### Clock nets, run 1

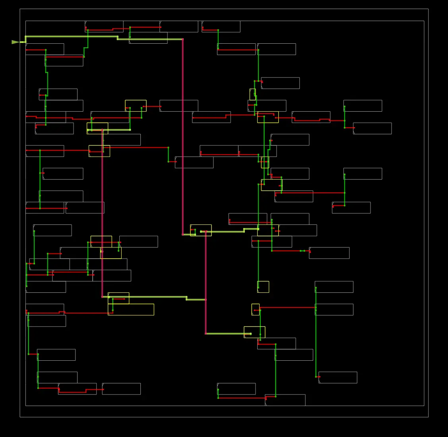
### Routed metal, one colour a layer, run 1

Scale: 3 px per um.
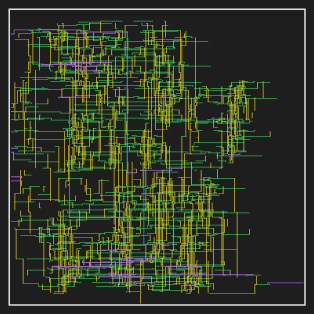
### M3 wires, run 1

Scale: 4 px per um.
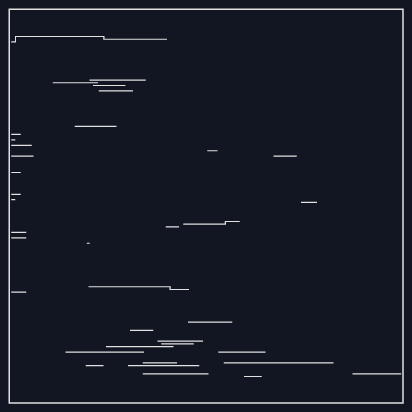
### Gate-type map, run 1

Scale: 3 px per um.
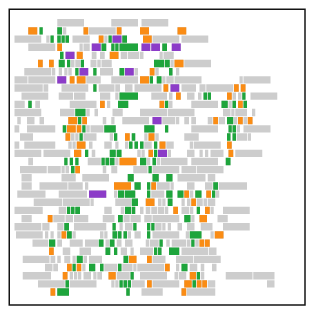
## src/rtl/spindle_ready_seq_if.sv

```systemverilog
// Signal bundle between the FDC bus / drive sensors and the spindle ready sequencer.
// Level semantics: ready_n is valid every clock (low = drive locked and selected); no transfer handshake.
interface spindle_ready_seq_if;
  logic       motor_on_n;
  logic       spin_ss;
  logic       drv_en;
  logic       ind_sens;
  logic       dsk_sens;
  logic       spin_en;
  logic       ready_n;
  logic       speed_ok;
  logic       fault;
  logic [1:0] state_dbg;

  modport master (
    output motor_on_n, spin_ss, drv_en, ind_sens, dsk_sens,
    input  spin_en, ready_n, speed_ok, fault, state_dbg
  );

  modport slave (
    input  motor_on_n, spin_ss, drv_en, ind_sens, dsk_sens,
    output spin_en, ready_n, speed_ok, fault, state_dbg
  );
endinterface

```

## src/rtl/spindle_ready_seq.sv

```systemverilog
// Spindle motor sequencer: spins up on motor-on with a disk present, confirms speed
// from index pulse periods, drives the FDC Ready line, and latches a spin-up timeout.
module spindle_ready_seq #(
  parameter int TICK_DIV  = 500,
  parameter int P300_MIN  = 19000,
  parameter int P300_MAX  = 21000,
  parameter int P360_MIN  = 15833,
  parameter int P360_MAX  = 17500,
  parameter int SPINUP_TO = 100000,
  parameter int GOOD_REVS = 2
) (
  input logic               clk,
  input logic               rst,
  spindle_ready_seq_if.slave bus
);

  typedef enum logic [1:0] {
    IDLE   = 2'd0,
    SPINUP = 2'd1,
    LOCKED = 2'd2,
    FAULT  = 2'd3
  } state_t;

  localparam int CW = 17;
  localparam int PW = (TICK_DIV > 1) ? $clog2(TICK_DIV) : 1;
  localparam int GW = $clog2(GOOD_REVS + 1);

  localparam logic [CW-1:0] CNT_MAX    = '1;
  localparam logic [CW-1:0] W300_MIN   = CW'(P300_MIN);
  localparam logic [CW-1:0] W300_MAX   = CW'(P300_MAX);
  localparam logic [CW-1:0] W360_MIN   = CW'(P360_MIN);
  localparam logic [CW-1:0] W360_MAX   = CW'(P360_MAX);
  localparam logic [CW-1:0] TO_LIM     = CW'(SPINUP_TO);
  localparam logic [PW-1:0] PRESC_LAST = PW'(TICK_DIV - 1);
  localparam logic [GW-1:0] GOOD_LIM   = GW'(GOOD_REVS);

  state_t          state, state_next;
  logic [1:0]      ind_sync, dsk_sync, mon_sync;
  logic            ind_prev, ss_q;
  logic [PW-1:0]   presc;
  logic [CW-1:0]   period_cnt, timeout_cnt;
  logic [GW-1:0]   good_cnt, good_next;
  logic            armed, armed_next;
  logic            per_clr, to_clr;
  logic            spin_en_q, ready_n_q, speed_ok_q, fault_q;

  logic            index_evt, req, ss_chg, tick;
  logic [CW-1:0]   win_min, win_max;
  logic            in_win, over_max;

  // Sensors idle high (no hole) / motor off, so the index edge detector starts quiet.
  always_ff @(posedge clk or negedge rst) begin
    if (!rst) begin
      ind_sync <= 2'b11;
      dsk_sync <= 2'b00;
      mon_sync <= 2'b11;
      ind_prev <= 1'b1;
      ss_q     <= 1'b0;
    end else begin
      ind_sync <= {ind_sync[0], bus.ind_sens};
      dsk_sync <= {dsk_sync[0], bus.dsk_sens};
      mon_sync <= {mon_sync[0], bus.motor_on_n};
      ind_prev <= ind_sync[1];
      ss_q     <= bus.spin_ss;
    end
  end

  assign index_evt = ind_prev & ~ind_sync[1];
  assign req       = ~mon_sync[1] & dsk_sync[1];
  assign ss_chg    = ss_q ^ bus.spin_ss;
  assign tick      = (presc == PRESC_LAST);

  assign win_min  = bus.spin_ss ? W360_MIN : W300_MIN;
  assign win_max  = bus.spin_ss ? W360_MAX : W300_MAX;
  assign in_win   = (period_cnt >= win_min) && (period_cnt <= win_max);
  assign over_max = (period_cnt > win_max);

  always_comb begin
    state_next = state;
    good_next  = good_cnt;
    armed_next = armed;
    per_clr    = 1'b0;
    to_clr     = 1'b0;
    case (state)
      IDLE: begin
        per_clr    = 1'b1;
        to_clr     = 1'b1;
        good_next  = '0;
        armed_next = 1'b0;
        if (req) state_next = SPINUP;
      end
      SPINUP: begin
        if (!req) begin
          state_next = IDLE;
          per_clr    = 1'b1;
          to_clr     = 1'b1;
          good_next  = '0;
          armed_next = 1'b0;
        end else begin
          if (ss_chg) begin
            good_next  = '0;
            armed_next = 1'b0;
          end else if (index_evt) begin
            // The first index after arming only starts a clean period.
            per_clr = 1'b1;
            if (!armed)      armed_next = 1'b1;
            else if (in_win) good_next  = good_cnt + GW'(1);
            else             good_next  = '0;
          end
          if (good_next == GOOD_LIM)     state_next = LOCKED;
          else if (timeout_cnt >= TO_LIM) state_next = FAULT;
        end
      end
      LOCKED: begin
        if (!req) begin
          state_next = IDLE;
          per_clr    = 1'b1;
          to_clr     = 1'b1;
          good_next  = '0;
          armed_next = 1'b0;
        end else if (ss_chg) begin
          state_next = SPINUP;
          to_clr     = 1'b1;
          good_next  = '0;
          armed_next = 1'b0;
        end else if (index_evt) begin
          per_clr = 1'b1;
          if (!in_win) begin
            state_next = SPINUP;
            to_clr     = 1'b1;
            good_next  = '0;
            armed_next = 1'b1;
          end
        end else if (over_max) begin
          state_next = SPINUP;
          to_clr     = 1'b1;
          good_next  = '0;
          armed_next = 1'b1;
        end
      end
      FAULT: begin
        per_clr    = 1'b1;
        to_clr     = 1'b1;
        good_next  = '0;
        armed_next = 1'b0;
        if (mon_sync[1]) state_next = IDLE;
      end
      default: state_next = IDLE;
    endcase
  end

  always_ff @(posedge clk or negedge rst) begin
    if (!rst) begin
      state    <= IDLE;
      good_cnt <= '0;
      armed    <= 1'b0;
    end else begin
      state    <= state_next;
      good_cnt <= good_next;
      armed    <= armed_next;
    end
  end

  // Prescaler free-runs; period and timeout counters saturate rather than wrap.
  always_ff @(posedge clk or negedge rst) begin
    if (!rst) begin
      presc       <= '0;
      period_cnt  <= '0;
      timeout_cnt <= '0;
    end else begin
      presc <= tick ? '0 : presc + PW'(1);
      if (per_clr)
        period_cnt <= '0;
      else if (tick && (state == SPINUP || state == LOCKED) && period_cnt != CNT_MAX)
        period_cnt <= period_cnt + CW'(1);
      if (to_clr)
        timeout_cnt <= '0;
      else if (tick && state == SPINUP && timeout_cnt != CNT_MAX)
        timeout_cnt <= timeout_cnt + CW'(1);
    end
  end

  // Outputs are registered from the next state so they line up with the state register.
  always_ff @(posedge clk or negedge rst) begin
    if (!rst) begin
      spin_en_q  <= 1'b0;
      ready_n_q  <= 1'b1;
      speed_ok_q <= 1'b0;
      fault_q    <= 1'b0;
    end else begin
      spin_en_q  <= (state_next == SPINUP) || (state_next == LOCKED);
      ready_n_q  <= ~((state_next == LOCKED) && bus.drv_en);
      speed_ok_q <= (state_next == LOCKED);
      fault_q    <= (state_next == FAULT);
    end
  end

  assign bus.spin_en   = spin_en_q;
  assign bus.ready_n   = ready_n_q;
  assign bus.speed_ok  = speed_ok_q;
  assign bus.fault     = fault_q;
  assign bus.state_dbg = state;

endmodule

```

## src/flat_wrapper.sv

```systemverilog
// flat-port wrapper written by rule: the top's interface ports become plain ports
module spindle_ready_seq_flat 
#(
  parameter int TICK_DIV  = 500,
  parameter int P300_MIN  = 19000,
  parameter int P300_MAX  = 21000,
  parameter int P360_MIN  = 15833,
  parameter int P360_MAX  = 17500,
  parameter int SPINUP_TO = 100000,
  parameter int GOOD_REVS = 2
)
  (clk, rst, bus_motor_on_n, bus_spin_ss, bus_drv_en, bus_ind_sens, bus_dsk_sens, bus_spin_en, bus_ready_n, bus_speed_ok, bus_fault, bus_state_dbg);
  spindle_ready_seq_if bus_i ();
  input logic clk;
  input logic rst;
  input wire logic [$bits(bus_i.motor_on_n)-1:0] bus_motor_on_n;
  input wire logic [$bits(bus_i.spin_ss)-1:0] bus_spin_ss;
  input wire logic [$bits(bus_i.drv_en)-1:0] bus_drv_en;
  input wire logic [$bits(bus_i.ind_sens)-1:0] bus_ind_sens;
  input wire logic [$bits(bus_i.dsk_sens)-1:0] bus_dsk_sens;
  output wire logic [$bits(bus_i.spin_en)-1:0] bus_spin_en;
  output wire logic [$bits(bus_i.ready_n)-1:0] bus_ready_n;
  output wire logic [$bits(bus_i.speed_ok)-1:0] bus_speed_ok;
  output wire logic [$bits(bus_i.fault)-1:0] bus_fault;
  output wire logic [$bits(bus_i.state_dbg)-1:0] bus_state_dbg;
  assign bus_i.motor_on_n = bus_motor_on_n;
  assign bus_i.spin_ss = bus_spin_ss;
  assign bus_i.drv_en = bus_drv_en;
  assign bus_i.ind_sens = bus_ind_sens;
  assign bus_i.dsk_sens = bus_dsk_sens;
  assign bus_spin_en = bus_i.spin_en;
  assign bus_ready_n = bus_i.ready_n;
  assign bus_speed_ok = bus_i.speed_ok;
  assign bus_fault = bus_i.fault;
  assign bus_state_dbg = bus_i.state_dbg;
  spindle_ready_seq #(.TICK_DIV(TICK_DIV), .P300_MIN(P300_MIN), .P300_MAX(P300_MAX), .P360_MIN(P360_MIN), .P360_MAX(P360_MAX), .SPINUP_TO(SPINUP_TO), .GOOD_REVS(GOOD_REVS)) u_core (.clk(clk), .rst(rst), .bus(bus_i));
endmodule
```

## config.mk

```make
export PLATFORM = sky130hd
export DESIGN_NAME = spindle_ready_seq_flat
export DESIGN_NICKNAME = d
export VERILOG_FILES = /design/src/rtl/spindle_ready_seq_if.sv /design/src/rtl/spindle_ready_seq.sv /design/src/flat_wrapper.sv
export SDC_FILE = /design/constraint.sdc
export NUM_CORES = 1
export LEC_CHECK = 0
export ABC_AREA = 1
export CAP_MARGIN = 20
export CORE_UTILIZATION = 40
export DETAILED_ROUTE_END_ITERATION = 10
export GPL_TIMING_DRIVEN = 0
export MAX_ROUTING_LAYER = met4
export PLACE_DENSITY = 0.6
export SLEW_MARGIN = 40
export SYNTH_ARGS = -nofsm -noshare
export SYNTH_HDL_FRONTEND = slang
export SYNTH_SLANG_ARGS = --single-unit
```

## constraint.sdc

```tcl
create_clock -name clk -period 2.3 [get_ports clk]
set_input_delay 0.575 -clock clk [delete_from_list [all_inputs] [get_ports clk]]
set_output_delay 0.575 -clock clk [all_outputs]
set_load 0.1 [all_outputs]
```

==> notes.org, run 1 <==
* Flow results

** Outcome
- The flow ran to the end, and the final reports show no timing, DRC or antenna violations.

** Floorplan
- The floorplan step defined a core boundary enclosing 8850 sq um.
- Pre-placement core utilization :: a little over two fifths
- During tapcell insertion the tool placed 108 well taps.
- The floorplan has 34 rows.
- The die is 98.1 um wide.

** Clock tree
- The root buffer cell chosen for the clock tree is sky130_fd_sc_hd__clkbuf_8.
- Number of buffers inserted to repair setup after CTS :: 2
- TritonCTS clock tree :: done
- Clock-pin transition on the worst setup and hold timing paths :: 0.07 ns
- Looking at the clock tree report, the H-tree level count equals 3.
- Clk_lat worst skew :: 0.34 ns
- # hold bufs at CTS :: 0

** Synthesis
- Among the non-sequential cells, simple AND/OR/NAND/NOR gates take the most area.
- Share of Yosys cell area claimed by the top area cell type :: 36.6%
- Number of cells produced by synthesis :: 461
- The synthesized netlist was found by Yosys to have 461 cells.
- After synthesis, the share of flip-flops with an asynchronous set or reset is 100%.
- Per Yosys stat, the portion of area used by sequential elements is 40.9%.
- Per the synthesis report, the number of distinct cell types is 41.
- After Yosys synthesis, and, or, nand and nor cells account for 26.7% of the synthesized area.
- Yosys-reported design area after synthesis :: 3690 sq um
- In the post-synthesis netlist, the biggest area contributors are sky130_fd_sc_hd__dfrtp_1, sky130_fd_sc_hd__nand2_1, sky130_fd_sc_hd__ha_1, sky130_fd_sc_hd__inv_1, sky130_fd_sc_hd__nor2_1.
- Yosys instantiated no cell more often than sky130_fd_sc_hd__nand2_1.
- The synthesized netlist devotes between 10% and 20% of its cell area to compound gates.
- Counting instances in the post-synthesis netlist gives the leading cell types as sky130_fd_sc_hd__nand2_1, sky130_fd_sc_hd__inv_1, sky130_fd_sc_hd__dfrtp_1.
- Synthesis produced a netlist with a net count of 494.
- The post-synth count of flops with an enable pin is 0.
- Post-synthesis cell type with the largest combined area :: sky130_fd_sc_hd__dfrtp_1
- MUX area fraction :: less than 1%

** Drt
- The detailed router finished its first iteration with approximately 190 violations.
- Via/cell ratio :: between 4 and 5
- DRT antenna net count :: 0
- DRC errors left :: 0
- The first detailed-routing pass ran for 4 iterations.
- After detailed routing, no signal wire sits above met4.
- Wl on met1 :: 4.02 mm

** Setup path
- Data on the critical path arrives at its endpoint at 2.47 ns.
- The critical path endpoint has a required time of 2.53 ns.
- The critical path goes through ha_1 -> nand2_1 -> or2_1 -> nor2_2 -> nand2_1 -> nand2_2 -> nand2_2 -> nand2_2 -> nand2_2 -> nand3_2 -> nand3_2 -> nand2_1 -> o21ai_2 -> ha_1 -> inv_1.
- Worst Path Buf+Inv :: 1
- Crit path max-delay cell type :: sky130_fd_sc_hd__dfrtp_1
- Critical path's most frequent cell :: sky130_fd_sc_hd__nand2_2
- Number of gates on the worst path with buffers counted :: 15
- Looking at the setup timing report, the critical path kind is reg2reg.
- Per STA, the startpoint of the critical path is u_core.period_cnt[9].
- Counting cells, the worst reg-to-reg path comes to 15.
- Worst path top cell family by delay :: simple AND/OR/NAND/NOR gates
- STA reports a reg2reg setup slack of just under 0.06 ns.
- Endpoint of the worst register-to-register path :: u_core.bus.spin_en
- The worst register-to-register path begins at u_core.period_cnt[9].
- Crit end category :: register
- For reference, the critical path is captured by u_core.bus.spin_en.
- Of all nets on the critical path, the largest fanout is 3.

** Global routing
- Global route total overflow :: 0
- Wire length of the first global-routing pass :: around 13 mm
- Met3 usage in global routing :: 2.86%
- Maximum number of pins on one net before global-route repair :: 34
- met1 track demand over resource after global routing is 25.5%.
- met1 is the most crowded layer.

** Cells and area
- about 320 cells are multi-input combinational gates.
- Sequential portion of the cell area :: 33.0%
- The layout report lists the multi-input gate area as 2110 sq um.
- Ant diodes :: 0
- Highest-count logic cell in the final layout :: sky130_fd_sc_hd__nand2_1
- Largest contributor to cell area by class :: combinational gates
- In the final layout, excluding clock buffers the buffer count is between 40 and 50.
- Relative area of clock buffers and inverters in the final design :: 4.40%
- Inverter tally of the final layout excluding the clock network :: 77
- Highest-count cells in the layout ignoring fill and taps :: sky130_fd_sc_hd__nand2_1, sky130_fd_sc_hd__inv_1, sky130_fd_sc_hd__dfrtp_1, sky130_fd_sc_hd__nor2_1, sky130_fd_sc_hd__buf_4
- The net count of the finished layout is about 550.
- Share of final-layout standard cells stronger than drive strength 1 :: 29.8%
- The flow measured a signed area growth from synthesis to layout of 24.7%.

** Place
- The HPWL after detailed placement is 5.46 mm.
- The buffer_ports step reported a buffer count of 12.
- RePlAce ended its routability-driven mode at a weighted congestion of 0.858.

** Min path
- The type recorded for the worst min-delay path is in2async.

** Final timing
- For this run, the top clock speed supported by timing is 446 MHz.
- In this run the tightest slew margin relative to its limit is 67.3%.
- Worst-case setup margin in the final layout :: around 0.059 ns
- Total of endpoints with negative setup slack in the final report :: 0
- Setup repair after global routing could not meet its margin everywhere.
- Measured slew at the worst slew-check pin :: 0.493 ns
- Final period demand of the worst path :: between 2 and 2.5 ns
- OpenROAD reports that the post-layout worst path occupies 97.4% of the period.
- Counting pins that exceed their max-slew limit in the final report gives 0.

** Pwr
- Total power for the finished layout comes to around 3.2 mW.
- The script extracted a total leakage power of approximately 2.1 nW.
- Dividing total power by cell area gives a power density of 695 nW/um^2.
- Looking at the VDD voltage map, the peak drop is 1.10 mV.

** Job
- Number of max-capacitance violations reported :: 0
- OpenROAD warnings :: 37
Back to the opening pictures, 'Clock nets':
count of clock buffers in the final design: 12
TritonCTS Buffers: 9
clock sink count: 60
power consumed by the clock network: 968 uW

Back to the opening pictures, 'Routed metal, one colour a layer':
Key: purple = metal 3 [wire length 346 um]; yellow = metal 2 [wire length 3380 um]; cyan = metal 4 [wire length 112 um]; green = metal 1 [wire length 4020 um]
total wire length: 7.86 mm
via count: 3124
drt wl/cell: 12.6 um
overall routing resource usage: 17.8%

Back to the opening pictures, 'M3 wires':
31 nets have wire on it. The longest straight run is 27.1 um.

Back to the opening pictures, 'Gate-type map':
Key: orange = aoi and oai cells [cells 72, most used a21oi_1]; purple = xor and xnor cells [cells 13, most used xor2_1]; green = nand cells [cells 130, most used nand2_1]

run 1: stage by stage:
stage	instances	TNS (ns)	area, sq um	util [%]	hold slack [ns]
global placement	581	-112.04	3960	44.7	0.332
CTS	600	-0.00203	4200	47.4	0.151
global route	625	-0.619	4610	52.1	0.170
detailed placement	582	-34.35	3950	44.6	0.340
floorplan	461	-0.0340	3700	-	0.279
finish	625	0	4610	52.1	0.146
run 1: state kept, by name (all words and copies together) (netlist names), 2 cells and up:
signal	count
u_core.timeout_cnt	17
u_core.bus.state_dbg	2
u_core.dsk_sync	2
u_core.good_cnt	2
u_core.period_cnt	17
u_core.mon_sync	2
u_core.ind_sync	2
u_core.presc	9
run 1: power by group:
part	internal (mW)	switching, mW	leakage, nW
logic	0.277	0.793	1.24
registers	1.12	0.0387	0.781
clock network	0.556	0.411	0.102
--- run 2 (diff from run 1) ---
--- a/config.mk
+++ b/config.mk
@@ -10,6 +10,7 @@
 export CORE_UTILIZATION = 40
 export DETAILED_ROUTE_END_ITERATION = 10
 export GPL_TIMING_DRIVEN = 0
+export HOLD_SLACK_MARGIN = 0.03
 export MAX_ROUTING_LAYER = met4
 export PLACE_DENSITY = 0.6
 export SLEW_MARGIN = 40
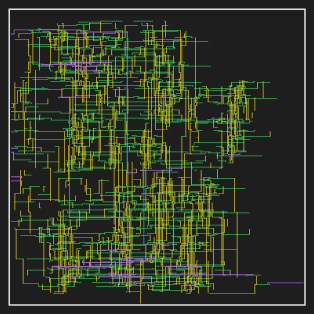
*Routed metal, one colour a layer, run 2*
Scale: 3 px per um.
Key: yellow = metal 2 [wire length 3380 um]; purple = metal 3 [wire length 346 um]; cyan = metal 4 [wire length 112 um]; green = metal 1 [wire length 4020 um]

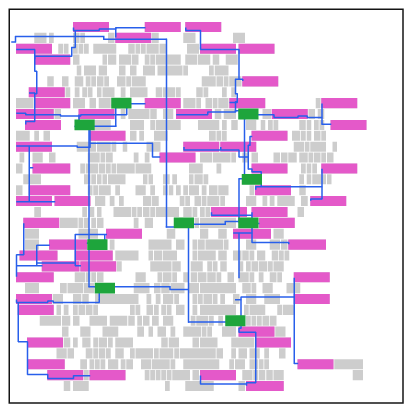
*Routed clock nets over the placement, run 2*
Scale: 4 px per um.
Key: blue = clock wires [length 834 um]; green = clock drivers [count 9]; magenta = flip-flops [count 60]
There are 10 routed clock nets.
clock group share of total power: 30.2%
setup clock skew after layout: 0.0110 ns
clk_lat worst skew: 0.34 ns

==> notes.org, run 2 <==
* Flow results

** Place
- Total half-perimeter wirelength after legalization and detailed placement :: 5.46 mm (unchanged)
- Before CTS, the worst setup slack after placement is -1.27 ns.
- Total cell area at the placement stage :: 3950 sq um (unchanged)
- The total of buffers placed on input and output ports was 12 (unchanged).
- The number of instances in the placed design is 582 (unchanged).
- Final estimated routing congestion in global placement :: 0.858 (unchanged)

** Drt
- DRT antenna net count :: 0 (unchanged)
- The total via count after detailed routing was 3124 (unchanged).
- DRC errors left :: 0 (unchanged)
- Wire segments on met3 add up to 346 um in the final route.
- Per the detail_route log, the uppermost layer with routed signals is met4.
- Routed wl met2 :: 3.38 mm
- The average vias per placed instance came to 5.00 (unchanged).
- The total wire length after detailed routing is 7.86 mm (unchanged).
- Drt wl/cell :: 12.6 um (unchanged)
- Number of iterations in the first detailed-routing pass :: 4 (unchanged)
- The initial DRC count is 192 (unchanged).
- The routed metal-1 wirelength was 4.02 mm (unchanged).

** Clock tree
- Number of buffers inserted to repair setup after CTS :: 2 (unchanged)
- TritonCTS clock tree :: done
- The number of hold buffers added after cts is 0 (unchanged).
- CTS HTree Levels :: 3 (unchanged)
- The TritonCTS buffer count is 9 (unchanged).
- The report lists the number of cells resized after CTS as 15.
- Root Driver :: sky130_fd_sc_hd__clkbuf_8
- Clk buf depth :: 2
- Clock sink count :: 60 (unchanged)
- The clock transition time at the flip-flop clock pins of the worst setup and hold paths came to 0.07 ns (about the same).

** Floorplan
- Core region area :: 8850 sq um (unchanged)
- The starting density of the core is 41.7% (unchanged).
- Pin placement for this block handled 13 I/O pins.
- The row count was 34 (unchanged).
- According to the floorplan report, the die height is ~100 um.
- Die width :: 98.1 um (unchanged)
- Area of the chip :: 9620 sq um

** Final timing
- Total of endpoints with negative setup slack in the final report :: 0 (unchanged)
- The relative slew slack was 67.3% (unchanged).
- Measured slew at the worst slew-check pin :: 0.493 ns (unchanged)
- The achievable clock frequency is 446 MHz (unchanged).
- Hold-check failures listed in the final report amount to 0.
- The final worst hold slack is 0.146 ns (unchanged).
- Worst-case setup margin in the final layout :: 0.0595 ns (unchanged)
- The part of the cycle the worst path needs is 97.4% (unchanged).
- Final tally of max-slew violations :: 0 (unchanged)
- Setup repair after global routing could not meet its margin everywhere.
- The time the final worst path needs with I/O delays and setup was 2.24 ns (unchanged).
- Setup TNS :: 0 ns (unchanged)

** Global routing
- Maximum number of pins on one net before global-route repair :: 34 (unchanged)
- Global route total overflow :: 0 (unchanged)
- met1 is the most crowded layer.
- Overall routing resource usage :: 17.8% (unchanged)
- GR met2 Demand/Resource :: roughly 25%
- The met3 layer usage reported by global route is 2.86% (unchanged).
- Vias in the first global route :: 2888
- Grt met1 use :: 25.5% (unchanged)
- Number of antenna violations at the first check in global routing :: 0
- The global-route wire length before repair was 13.2 mm (unchanged).

** Cells and area
- The registers reported with the highest flop counts are u_core.period_cnt: 17 flops, u_core.timeout_cnt: 17 flops, u_core.presc: 9 flops.
- Ant diodes :: 0 (unchanged)
- Highest-count cells in the layout ignoring fill and taps :: sky130_fd_sc_hd__nand2_1, sky130_fd_sc_hd__inv_1, sky130_fd_sc_hd__dfrtp_1, sky130_fd_sc_hd__nor2_1, sky130_fd_sc_hd__buf_4
- Post-layout util :: 52.1% (unchanged)
- The fraction of layout instances using a drive strength above 1 was 29.8% (unchanged).
- Final design instance area without fill :: 4610 sq um (unchanged)
- Fill count :: about 820
- Number of nets in the finished design :: 545 (unchanged)
- The layout-stage area growth over the synthesis result is 24.7% (unchanged).

** Synthesis
- The synthesized netlist occupies a cell area of 3690 sq um.
- The unique cell type count in the Yosys netlist came to 41 (unchanged).
- Post-synthesis share of cell area spent on xor and xnor gates :: under 10%
- Fa+ha+maj area frac :: approximately 9%
- And+or+nand+nor area frac :: 26.7% (unchanged)
- The async set or reset register ratio after synthesis was 100% (unchanged).
- Top post-synthesis cells by area :: sky130_fd_sc_hd__dfrtp_1, sky130_fd_sc_hd__nand2_1, sky130_fd_sc_hd__ha_1, sky130_fd_sc_hd__inv_1, sky130_fd_sc_hd__nor2_1
- The multiplexer share of the synthesized area was 0.271% (unchanged).
- The share of the yosys chip area belonging to registers is 40.9% (unchanged).
- Averaged over all synthesized cells, the footprint is 8.01 sq um.
- Post-synth tally of flip-flops with integrated enable :: 0 (unchanged)
- Number of cells produced by synthesis :: 461 (unchanged)
- For this run, the leading register cell type out of synthesis is sky130_fd_sc_hd__dfrtp_1.
- Post-synthesis cell count from yosys :: 461 (unchanged)
- The post-synthesis net count came to 494 (unchanged).
- The synthesis stat section lists a flop and latch total of 60.
- Most common library cells after synthesis :: sky130_fd_sc_hd__nand2_1, sky130_fd_sc_hd__inv_1, sky130_fd_sc_hd__dfrtp_1
- Count of synthesis-stage warnings from yosys :: 0
- Of the combinational cells, the family taking the most area is simple AND/OR/NAND/NOR gates.
- Post-synthesis cell type with the largest combined area :: sky130_fd_sc_hd__dfrtp_1
- Share of Yosys cell area claimed by the top area cell type :: 36.6% (unchanged)
- Library cell with the highest instance count after synthesis :: sky130_fd_sc_hd__nand2_1
- The post-synth area from yosys stat came to 3690 sq um (unchanged).
- The area fraction in compound gates after synthesis was 11.7% (unchanged).

** Setup path
- The arrival time at the worst endpoint came to 2.47 ns (about the same).
- Critical path cell sequence :: ha_1 -> nand2_1 -> or2_1 -> nor2_2 -> nand2_1 -> nand2_2 -> nand2_2 -> nand2_2 -> nand2_2 -> nand3_2 -> nand3_2 -> nand2_1 -> o21ai_2 -> ha_1 -> inv_1
- Largest stage delay on the critical path :: 0.43 ns
- STA classifies the critical path endpoint as a register.
- STA classifies the critical path startpoint as a register.
- The largest fanout on the critical path is 3 (unchanged).
- The timing report shows the most common cell along the critical path to be sky130_fd_sc_hd__nand2_2.
- The worst setup path is of the reg2reg kind.
- Endpoint of the worst register-to-register path :: u_core.bus.spin_en
- According to the timing report, the critical path is captured at u_core.bus.spin_en.
- Tracing the worst setup path back leads to its startpoint at u_core.period_cnt[9].
- Worst reg2reg setup slack :: 0.06 ns (about the same)
- Reg-to-reg critical path startpoint :: u_core.period_cnt[9]
- The buffer-and-inverter tally for the worst setup path was 1 (unchanged).
- The data required time at the worst endpoint was 2.53 ns (about the same).
- Reg2reg path depth :: 15 (unchanged)
- Number of gates on the worst path with buffers counted :: 15 (unchanged)
- Worst path top cell family by delay :: simple AND/OR/NAND/NOR gates
- On the critical path, the stage with the largest delay is an instance of sky130_fd_sc_hd__dfrtp_1.

** Job
- Number of max-capacitance violations reported :: 0 (unchanged)
- OpenROAD warnings :: 37 (unchanged)

** Pwr
- Combinational cell fraction of total power :: 33.4% (about the same)
- The peak ir drop on the vdd network was 1.10 mV (unchanged).
- Cell leakage power :: 2.12 nW (unchanged)
- The power density normalized to cell area is 695 nW/um^2 (unchanged).
- Net switching power figure :: 1.24 mW (unchanged)
- Post-layout power :: 3.20 mW (unchanged)
- The cell internal power dissipation was 1.96 mW (unchanged).
- The sequential share of power came to 36.3% (about the same).
- The switching power share of the total came to 38.8% (unchanged).

** Min path
- Note that the worst hold path type here is in2async.

** Outcome
- The flow ran to the end, and the final reports show no timing, DRC or antenna violations.
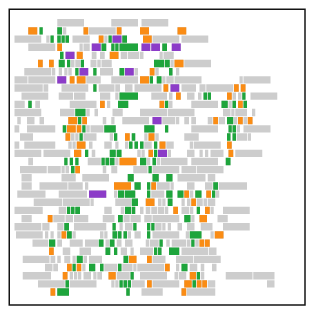
*Gate-type map, run 2*
Scale: 3 px per um.
highest-count logic cell in the final layout: sky130_fd_sc_hd__nand2_1
multi-input logic portion of the cell area: 45.8%
Final Instance Count excl. Fillers: 625

-- run 2: cell counts after synthesis --
No cell type changed its count.
-- run 2: final cells by class --
class / count / area (sq um) / share of cell area, %
Buffer: 3 / 21.3 / 0.462
Sequential cell: 60 / 1520 / 33.0
Tap cell: 108 / 135 / 2.93
Multi-Input combinational cell: 321 / 2110 / 45.8
Timing Repair Buffer: 40 / 320 / 6.95
Clock buffer: 12 / 155 / 3.37
Clock inverter: 4 / 47.5 / 1.03
Inverter: 77 / 298 / 6.47
-- run 2: power by group through the flow --
stage	Combinational (mW)	Clock (mW)	Sequential, mW
after floorplan	0.461	0	1.48
after global placement	1.00	0	1.19
after detailed placement	0.965	0	1.18
after CTS	0.990	0.993	1.16
after global routing	1.19	1.04	1.17
final	1.07	0.968	1.16
--- run 3 (diff from run 2) ---
--- a/config.mk
+++ b/config.mk
@@ -8,6 +8,7 @@
 export ABC_AREA = 1
 export CAP_MARGIN = 20
 export CORE_UTILIZATION = 40
+export CTS_CLUSTER_SIZE = 24
 export DETAILED_ROUTE_END_ITERATION = 10
 export GPL_TIMING_DRIVEN = 0
 export HOLD_SLACK_MARGIN = 0.03
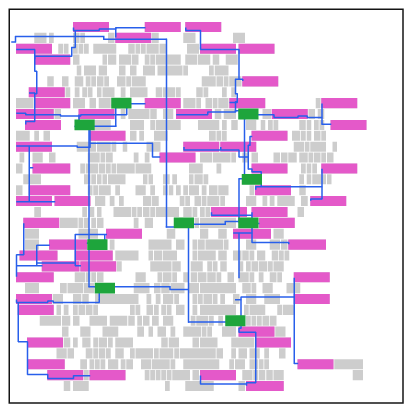
*Routed clock nets over the placement, run 3*
Scale: 4 px per um.
Key: green = clock drivers [count 9]; blue = clock wires [length 834 um]; magenta = flip-flops [count 60]
Position of the flops: spread over the die.

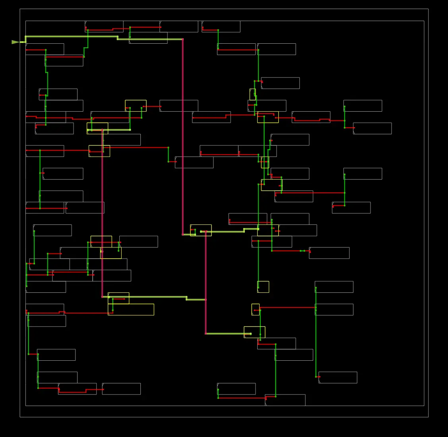
*Clock nets, run 3*
Flops: 60

==> notes.org, run 3 <==
* Flow results

** Place
- Count of port buffers added during placement :: 12 (unchanged)
- Post-Place Cells :: 582 (unchanged)
- Total cell area at the placement stage :: 3950 sq um (unchanged)
- The pre-CTS worst setup slack was -1.27 ns (unchanged).
- Total half-perimeter wirelength after legalization and detailed placement :: 5.46 mm (unchanged)

** Synthesis
- Post-synthesis cell type with the largest combined area :: sky130_fd_sc_hd__dfrtp_1
- Number of cells produced by synthesis :: 461 (unchanged)
- After synthesis, the cell types taking the most area are sky130_fd_sc_hd__dfrtp_1, sky130_fd_sc_hd__nand2_1, sky130_fd_sc_hd__ha_1, sky130_fd_sc_hd__inv_1, sky130_fd_sc_hd__nor2_1.
- Nets in the synthesized netlist :: 494 (unchanged)
- The top cell type's share of synthesized area was 36.6% (unchanged).
- The number of cells in Yosys stat was 461 (unchanged).
- The area fraction in compound gates after synthesis was 11.7% (unchanged).
- Cell Area, Synth :: 3690 sq um (unchanged)
- The share of the synthesized netlist area taken by xor and xnor gates was 3.29% (unchanged).
- Sorting the synthesized cells by how often they occur yields sky130_fd_sc_hd__nand2_1, sky130_fd_sc_hd__inv_1, sky130_fd_sc_hd__dfrtp_1.
- Number of unique standard cell types used by synthesis :: 41 (unchanged)
- The total number of yosys warnings was 0 (unchanged).
- Among all flip-flop cells after synthesis, the most frequent one is sky130_fd_sc_hd__dfrtp_1.
- The async set or reset register ratio after synthesis is 100% (unchanged).
- The multiplexer share of the synthesized area was 0.271% (unchanged).
- And+or+nand+nor area frac :: 26.7% (unchanged)
- The share of the yosys chip area belonging to registers is 40.9% (unchanged).
- The post-synth tally of flip-flops with integrated enable came to 0 (unchanged).
- The number of synthesized register bits came to 60 (unchanged).

** Floorplan
- Core region area :: 8850 sq um (unchanged)
- The number of well taps came to 108 (unchanged).
- Ports :: 13 (unchanged)
- Pre-placement core utilization :: 41.7% (unchanged)
- The vertical die dimension came to 98.1 um (unchanged).
- Die width :: 98.1 um (unchanged)

** Clock tree
- The deepest level of the CTS H-tree was 3 (unchanged).
- Root Driver :: sky130_fd_sc_hd__clkbuf_8
- Clock-pin transition on the worst setup and hold timing paths :: 0.07 ns (about the same)
- Clk buf depth :: 2 (unchanged)
- The clock latency at the later pin of the worst-skew pair was 0.34 ns (about the same).
- # hold bufs at CTS :: 0 (unchanged)
- The TritonCTS buffer count is 9 (unchanged).
- TritonCTS built the clock tree.
- Clock sink count :: 60 (unchanged)

** Cells and area
- Highest-count cells in the layout ignoring fill and taps :: sky130_fd_sc_hd__nand2_1, sky130_fd_sc_hd__inv_1, sky130_fd_sc_hd__dfrtp_1, sky130_fd_sc_hd__nor2_1, sky130_fd_sc_hd__buf_4
- The count of nets after finishing came to 545 (unchanged).
- Final design instance area without fill :: 4610 sq um (unchanged)
- Number of multi-input combinational cells :: 321 (unchanged)
- Largest contributor to cell area by class :: combinational gates
- Inverter tally of the final layout excluding the clock network :: 77 (unchanged)
- The final-layout clock-cell area share came to 4.40% (unchanged).
- Highest-count logic cell in the final layout :: sky130_fd_sc_hd__nand2_1
- Registers with the most flip-flops :: u_core.period_cnt: 17 flops, u_core.timeout_cnt: 17 flops, u_core.presc: 9 flops
- P&R area growth vs syn :: 24.7% (unchanged)
- The sequential fraction of total cell area was 33.0% (unchanged).
- The core occupancy in the finished layout came to 52.1% (unchanged).
- Seq. cell area :: 1520 sq um (unchanged)
- The count of placed standard cells in the final layout, fillers left out was 625 (unchanged).
- The combinational share of cell area came to 45.8% (unchanged).
- The area share of buffers outside the clock network is 7.42% (unchanged).
- Fill count :: 817 (unchanged)
- The antenna diode count is 0 (unchanged).
- Share of final-layout standard cells stronger than drive strength 1 :: 29.8% (unchanged)

** Drt
- Iteration-0 DRC count of the detailed router :: 192 (unchanged)
- Drt wl/cell :: 12.6 um (unchanged)
- Wl on met1 :: 4.02 mm (unchanged)
- The routed length on met2 came to 3.38 mm (unchanged).
- The count of nets left with antenna violations after detail routing came to 0 (unchanged).
- Via/cell ratio :: 5.00 (unchanged)
- Top routing layer in use :: met4
- Total wire length :: 7.86 mm (unchanged)
- DRC errors left :: 0 (unchanged)
- The iteration count of the initial detailed-routing pass came to 4 (unchanged).

** Final timing
- RSZ-0062 raised after global routing :: yes
- Max transition margin :: 67.3% (unchanged)
- The worst clock skew on the final layout came to 0.0110 ns (unchanged).
- Final period utilization :: 97.4% (unchanged)
- The number of endpoints with negative hold slack in the final report was 0 (unchanged).
- The final worst hold slack is 0.146 ns (unchanged).
- Final tally of max-slew violations :: 0 (unchanged)
- The final tally of setup violations was 0 (unchanged).
- Worst-case setup margin in the final layout :: 0.0595 ns (unchanged)
- Final period demand of the worst path :: 2.24 ns (unchanged)

** Global routing
- Overall routing resource usage :: 17.8% (unchanged)
- The pin count of the biggest net entering global routing came to 34 (unchanged).
- Busiest metal layer after global routing :: met1
- The met2 layer usage reported by global route came to 25.0% (unchanged).
- Global route total overflow :: 0 (unchanged)
- Wire length of the first global-routing pass :: 13.2 mm (unchanged)
- The number of global-route vias before repair came to 2888 (unchanged).
- The number of antenna violations at the first check in global routing is 0 (unchanged).
- Met3 usage in global routing :: 2.86% (unchanged)

** Pwr
- The cell internal power dissipation came to 1.96 mW (unchanged).
- The part of the power in combinational logic is 33.4% (about the same).
- Post-layout power :: 3.20 mW (unchanged)
- Clock group share of total power :: 30.2% (about the same)
- Power per standard cell area :: 695 nW/um^2 (unchanged)
- Net switching power figure :: 1.24 mW (unchanged)
- Portion of total power attributed to sequential cells :: 36.3% (about the same)

** Setup path
- The worst reg-to-reg path cell count came to 15 (unchanged).
- The largest incremental delay on the critical path is 0.43 ns (about the same).
- Walking the worst path, the cells encountered are ha_1 -> nand2_1 -> or2_1 -> nor2_2 -> nand2_1 -> nand2_2 -> nand2_2 -> nand2_2 -> nand2_2 -> nand3_2 -> nand3_2 -> nand2_1 -> o21ai_2 -> ha_1 -> inv_1.
- Endpoint of the worst register-to-register path :: u_core.bus.spin_en
- Following the worst setup path forward leads to its endpoint at u_core.bus.spin_en.
- Arr. time, crit path :: 2.47 ns (about the same)
- Startpoint kind of the worst setup timing path :: register
- Crit end category :: register

** Job
- The count of maximum capacitance violations came to 0 (unchanged).
- OpenROAD warnings :: 37 (unchanged)

** Min path
- The worst hold path belongs to the class in2async.

** Outcome
- The run finished with clean final reports.
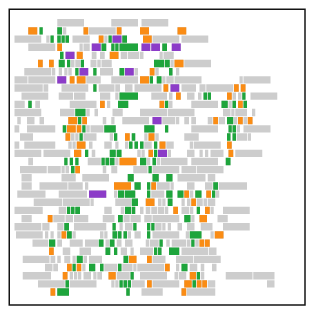
*Gate-type map, run 3*
Scale: 3 px per um.
Key: green = nand cells [cells 130, most used nand2_1]; purple = xor and xnor cells [cells 13, most used xor2_1]; orange = aoi and oai cells [cells 72, most used a21oi_1]

run 3: critical path: cells and delay by family, from the launching register on:
family / cells / cell delay [ns]
simple gates: 11 / 1.04
buf+inv: 1 / 0.03
flops: 1 / 0.43
fa+ha+maj: 2 / 0.58
compound gates: 1 / 0.07
run 3: power groups by stage:
stage | Clock, mW | Sequential [mW] | Combinational, mW
2_1_floorplan | 0 | 1.48 | 0.461
5_1_grt | 1.04 | 1.17 | 1.19
3_5_place_dp | 0 | 1.18 | 0.965
3_3_place_gp | 0 | 1.19 | 1.00
6_report | 0.968 | 1.16 | 1.07
4_1_cts | 0.993 | 1.16 | 0.990
run 3: what timing repair did:
item	4_1_cts	5_1_grt
pin swaps	1	24
gates resized	15	64
hold endpoints to repair	0	0
setup buffers	2	25
endpoints found under the setup margin	40	31
No activity file was given, so power comes from the tool's default toggle rates.
